File: src/rtl/arbiter_types.sv
// Types and constants shared by the memory arbiter and the cache blocks around it.
package arbiter_types;

  localparam int LINE_OFFSET_BITS = 5;
  localparam int LINE_W_DEFAULT   = 256;

  typedef enum logic [1:0] {
    IDLE,
    SERVE_I,
    SERVE_D
  } arb_state_t;

endpackage

File: src/rtl/mem_arbiter.sv
// Shares one physical-memory line port between the icache miss path and the dcache
// miss/writeback path. The data side has priority, and a streak counter bounds how long I can starve.
module mem_arbiter
  import arbiter_types::*;
#(
  parameter int LINE_W       = LINE_W_DEFAULT,
  parameter int MAX_D_STREAK = 4
) (
  input  logic              clk,
  input  logic              rst_n,
  input  logic              i_read,
  input  logic [31:0]       i_addr,
  output logic [LINE_W-1:0] i_rdata,
  output logic              i_resp,
  input  logic              d_read,
  input  logic              d_write,
  input  logic [31:0]       d_addr,
  input  logic [LINE_W-1:0] d_wdata,
  output logic [LINE_W-1:0] d_rdata,
  output logic              d_resp,
  output logic              pmem_read,
  output logic              pmem_write,
  output logic [31:0]       pmem_addr,
  output logic [LINE_W-1:0] pmem_wdata,
  input  logic [LINE_W-1:0] pmem_rdata,
  input  logic              pmem_resp
);

  localparam int STREAK_W = 4;
  localparam logic [STREAK_W-1:0] STREAK_MAX = STREAK_W'(MAX_D_STREAK);

  arb_state_t          state, state_next;
  logic [STREAK_W-1:0] streak;
  logic                d_req;
  logic                grant_i, grant_d;
  logic [31:0]         i_line_addr, d_line_addr;

  // Line offset bits never reach memory.
  logic unused_offset;
  assign unused_offset = ^{i_addr[LINE_OFFSET_BITS-1:0], d_addr[LINE_OFFSET_BITS-1:0]};

  assign d_req       = d_read | d_write;
  assign i_line_addr = {i_addr[31:LINE_OFFSET_BITS], {LINE_OFFSET_BITS{1'b0}}};
  assign d_line_addr = {d_addr[31:LINE_OFFSET_BITS], {LINE_OFFSET_BITS{1'b0}}};

  // NOTE: every output of this block gets a default first, so no path can infer a latch.
  always_comb begin
    state_next = state;
    grant_i    = 1'b0;
    grant_d    = 1'b0;
    i_resp     = 1'b0;
    d_resp     = 1'b0;
    i_rdata    = '0;
    d_rdata    = '0;
    unique case (state)
      IDLE: begin
        if (d_req && !(i_read && streak == STREAK_MAX)) begin
          grant_d    = 1'b1;
          state_next = SERVE_D;
        end else if (i_read) begin
          grant_i    = 1'b1;
          state_next = SERVE_I;
        end
      end
      SERVE_I: begin
        if (pmem_resp) begin
          i_resp     = 1'b1;
          i_rdata    = pmem_rdata;
          state_next = IDLE;
        end
      end
      SERVE_D: begin
        if (pmem_resp) begin
          d_resp     = 1'b1;
          // A writeback completion carries no line data back.
          d_rdata    = pmem_read ? pmem_rdata : '0;
          state_next = IDLE;
        end
      end
      default: state_next = IDLE;
    endcase
  end

  // NOTE: sequential state uses non-blocking assignments so every register samples pre-edge values.
  always_ff @(posedge clk or negedge rst_n) begin
    if (!rst_n) begin
      state      <= IDLE;
      streak     <= '0;
      pmem_read  <= 1'b0;
      pmem_write <= 1'b0;
      pmem_addr  <= '0;
      pmem_wdata <= '0;
    end else begin
      state <= state_next;
      if (grant_i) begin
        pmem_read  <= 1'b1;
        pmem_write <= 1'b0;
        pmem_addr  <= i_line_addr;
        streak     <= '0;
      end else if (grant_d) begin
        // Write wins over a simultaneous read; the held read is granted afterwards.
        pmem_read  <= ~d_write;
        pmem_write <= d_write;
        pmem_addr  <= d_line_addr;
        if (d_write) pmem_wdata <= d_wdata;
        if (!i_read)                streak <= '0;
        else if (streak != STREAK_MAX) streak <= streak + 1'b1;
      end else if (state != IDLE && pmem_resp) begin
        pmem_read  <= 1'b0;
        pmem_write <= 1'b0;
      end
    end
  end

endmodule
File: config.mk
export PLATFORM = sky130hd
export DESIGN_NAME = mem_arbiter
export DESIGN_NICKNAME = d
export VERILOG_FILES = /design/src/rtl/arbiter_types.sv /design/src/rtl/mem_arbiter.sv
export SDC_FILE = /design/constraint.sdc
export NUM_CORES = 1
export LEC_CHECK = 0
export CAP_MARGIN = 25
export CORE_AREA = 2 2 536 538
export DETAILED_ROUTE_END_ITERATION = 6
export DIE_AREA = 0 0 538 540
export PLACE_DENSITY_LB_ADDON = 0.08
export SETUP_SLACK_MARGIN = 0.05
export SYNTH_ARGS = -nofsm -noshare
export SYNTH_HDL_FRONTEND = slang
export SYNTH_SLANG_ARGS = --single-unit
File: constraint.sdc
create_clock -name clk -period 3.45 [get_ports clk]
set_clock_uncertainty 0.1 [all_clocks]
set_input_delay 0.345 -clock clk [delete_from_list [all_inputs] [get_ports clk]]
set_output_delay 0.345 -clock clk [all_outputs]
set_load 0.05 [all_outputs]
Figure 1. The clock network (run 1).
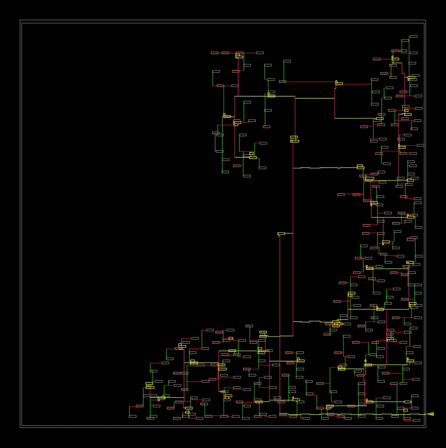
worst skew pair latency: 0.60 ns
# clk buffers: 72
total CTS buffers: 46

Figure 2. Local utilization (run 1).
Bar = 200 µm. 27 x 27 tiles, from dark purple (low) to yellow (high), 0 to 100% covered.
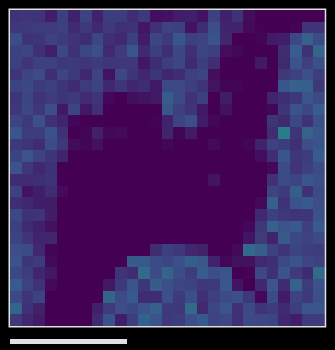
fullest tile: 42%
nearly empty tiles: 36%
mean over tiles: 11%
emptiest ninth of the die: centre
FP Util: 5.58%
Core ar.: 284000 µm²
Final Util: 13.2%

==> qor.csv, run 1 <==
metric,value,unit
status,"complete, no violations",
Final nets,3276,
top logic cells by instance count in the layout,"922 x clkdlybuf4s50_1, 291 x dfrtp_1, 263 x buf_4",
Die Wd,538,µm
post-detail-place hpwl,160000,µm
clk pwr,5140,µW
class of the most critical setup path,reg2out,
# rows,196,
DRT iter0 DRCs,776,
Sw Share,50.4,%
CTS tree,yes,
Synth Area in Compound Gates,2.02,%
net switching power figure,16000,µW
Largest regs,"pmem_wdata (256), pmem_addr (27), streak (4)",
number of vias per cell,2.62,
met3 Resource Use GR,6.88,%
M1 WL,65000,µm
"Buffers, non-clock",1425,
Top pwr grp,combinational cells,
comb area leader,simple AND/OR/NAND/NOR gates,
CTS Root Cell,clkbuf_16,
Place WS,0.699,ns
DR WL met3,24600,µm
initial antenna violation count,110,
"Non-Filler Cell Area, Final",37500,µm²
Adder Area Share,0.394,%
area grow syn2layout,136,%
cell count after synthesis,1353,
Max Fanout on Critical Path,77,
r2r setup slk,0.89,ns
non-clk buf share,42.6,%
fin crit period,3.21,ns
I/O pin total,1386,
Critical Path AT,2.77,ns
multi-input gates,920,
worst min path class,in2async,
Finished Layout Cells,6521,
data required time of the worst path,3.00,ns
Dominant flop cell,dfrtp_1,
Logic pwr share,64.3,%
Figure 3. Register map, names as in the netlist (run 1).
Bar = 200 µm. Other sequential cells in the stronger grey, the rest of the logic in the fainter grey.
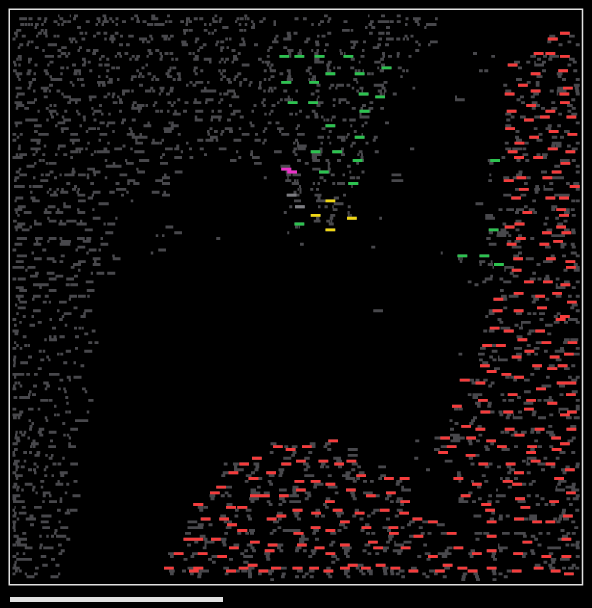
legend:
  red:
    signal: pmem_wdata
    placed_flops: 256
  magenta:
    signal: state
    placed_flops: 2
  green:
    signal: pmem_addr
    placed_flops: 27
  yellow:
    signal: streak
    placed_flops: 4
register fraction of the total cell area: 19.4%
Flop area: 7280 µm²
Seq. pwr: 6170 µW

Figure 4. Metal layers overlaid (run 1).
Two of the layers only.
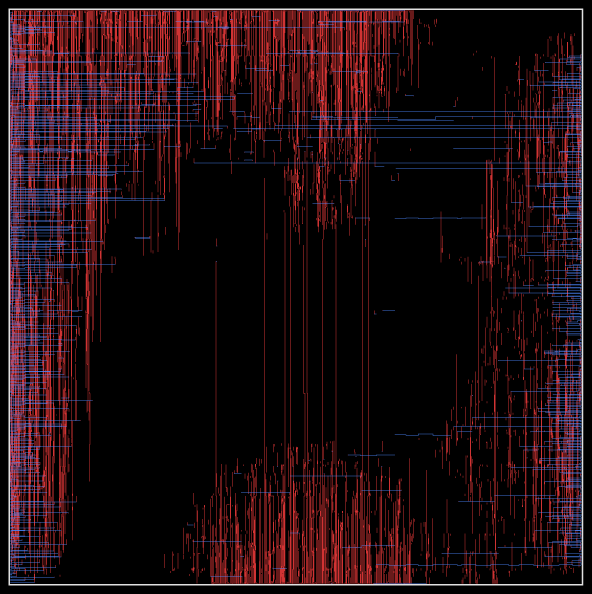
legend:
  red:
    layer: met2
    wire_length: 92.6 mm
  blue:
    layer: met3
    wire_length: 24.6 mm
Vias: 17095
GRT Util Overall: 12.3%

Figure 5. Wiring heat map (run 1).
27 x 27 tiles, from dark purple (low) to yellow (high), scaled to the fullest tile. Values are wire area over tile area, all layers added.
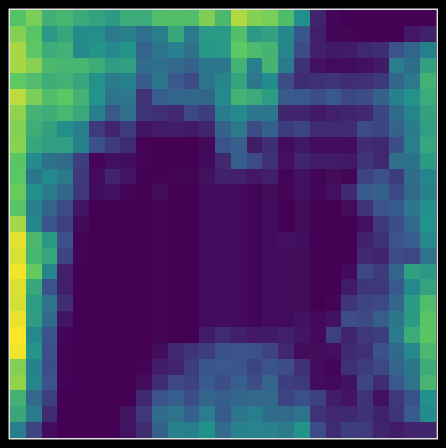

--- run 2 (diff from run 1) ---
- CORE_AREA: 2 2 536 538 -> 2 2 539 541
- DIE_AREA: 0 0 538 540 -> 0 0 541 543
- GPL_ROUTABILITY_DRIVEN: not set -> 0
- clock period: 3.45 -> 2.6 ns (I/O delays scaled with it)
Figure 6. Wiring heat map (run 2).
27 x 27 tiles, from dark purple (low) to yellow (high), scaled to the fullest tile. Values are wire area over tile area, all layers added.
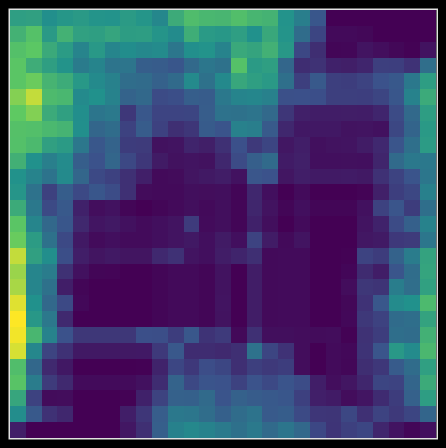
densest ninth of the die: north-west
mean over tiles: 0.12
tiles over half the peak: 15%
nearly empty tiles: 14%
WL/cell: 30.9 µm
GRT Util Overall: 12.9%
routed wire length: 204000 µm

Figure 7. Metal layers overlaid (run 2).
Two of the layers only.
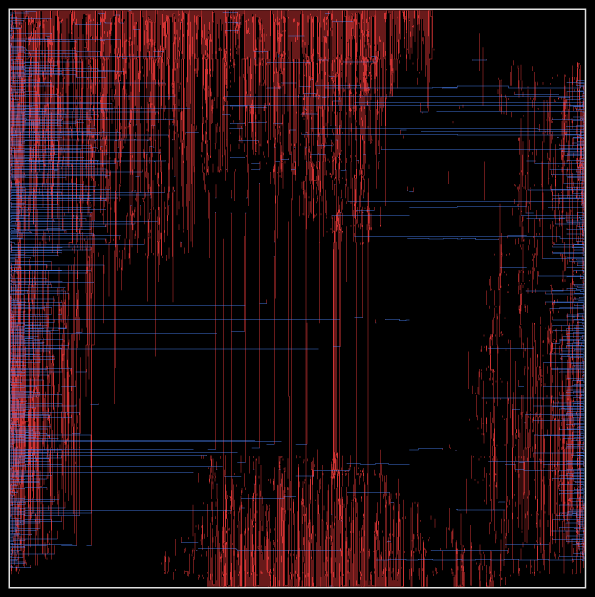
legend:
  red:
    layer: met2
    wire_length: 102 mm
  blue:
    layer: met3
    wire_length: 24.7 mm
Vias: 17705

==> qor.csv, run 2 <==
metric,value,unit,change
Synth Area in Compound Gates,2.02,%,unchanged
Comb gate area,9500,µm²,
number of vias per cell,2.67,,+2.0%
initial antenna violation count,114,,+3.6%
area grow syn2layout,180,%,
Max Fanout on Critical Path,6,,-92%
FP Util,5.52,%,-0.057 points
Dominant flop cell,dfrtp_1,,
status,finished with violations,,
data required time of the worst path,2.24,ns,-0.76 ns
worst min path class,in2async,,
total CTS buffers,44,,-4.3%
DR WL met3,24700,µm,+0.49%
mux share,23.0,%,
CTS Root Cell,clkbuf_16,,
Place WS,0.256,ns,-0.444 ns
class of the most critical setup path,reg2out,,
non-clk buf share,48.2,%,+5.6 points
most common cell in the netlist,dfrtp_1,,
met3 Resource Use GR,7.34,%,+0.46 points
DRT iter0 DRCs,732,,-5.7%
max-slew violation count,0,,
register fraction of the total cell area,16.4,%,-3.0 points
Core ar.,287000,µm²,+1.0%
post-route ant nets,0,,
Flop area,7280,µm²,about the same
ys cells,1353,,
failing checks,negative setup slack,,
worst r2r src,streak[0]$_DFFE_PN0P_,,
Top pwr grp,combinational cells,,
final setup fails,291,,
Final nets,3367,,+2.8%
layout cell share with drive strength beyond 1,50.1,%,
multi-input gates,920,,unchanged
Seq. pwr,8210,µW,+33%
worst skew pair latency,0.60,ns,about the same
placed cells,6438,,
top logic cells by instance count in the layout,"839 x clkdlybuf4s50_1, 568 x buf_12, 290 x dfrtp_1",,
Logic pwr share,67.8,%,+3.5 points
# clk buffers,72,,unchanged
fin crit period,2.76,ns,
FILL cells,31816,,
Clk pwr share,13.8,%,
I/O pin total,1386,,unchanged
worst setup margin,-0.157,ns,
Peak VDD IR,0.000496,V,
# diodes,24,,
Placed Area,39600,µm²,
net switching power figure,22000,µW,+38%
# rows,197,,+0.51%
cell count after synthesis,1353,,unchanged
Final Util,15.5,%,+2.3 points
Critical Path AT,2.40,ns,-0.37 ns
post-detail-place hpwl,171000,µm,+6.8%
hold_buf cts,1,,
M1 WL,72200,µm,+11%
r2r setup slk,0.37,ns,-0.52 ns
Finished Layout Cells,6620,,+1.5%
Largest regs,"pmem_wdata (256), pmem_addr (27), streak (4)",,
CTS tree,yes,,
clk pwr,6180,µW,+20%
"Buffers, non-clock",1518,,+6.5%
comb area leader,simple AND/OR/NAND/NOR gates,,
Adder Area Share,0.394,%,unchanged
Post-synth regs,291,,
Sw Share,49.3,%,-1.1 points
# H-tree levels,2,,
"Non-Filler Cell Area, Final",44500,µm²,+19%
Power is estimated from default activity; no workload was simulated.
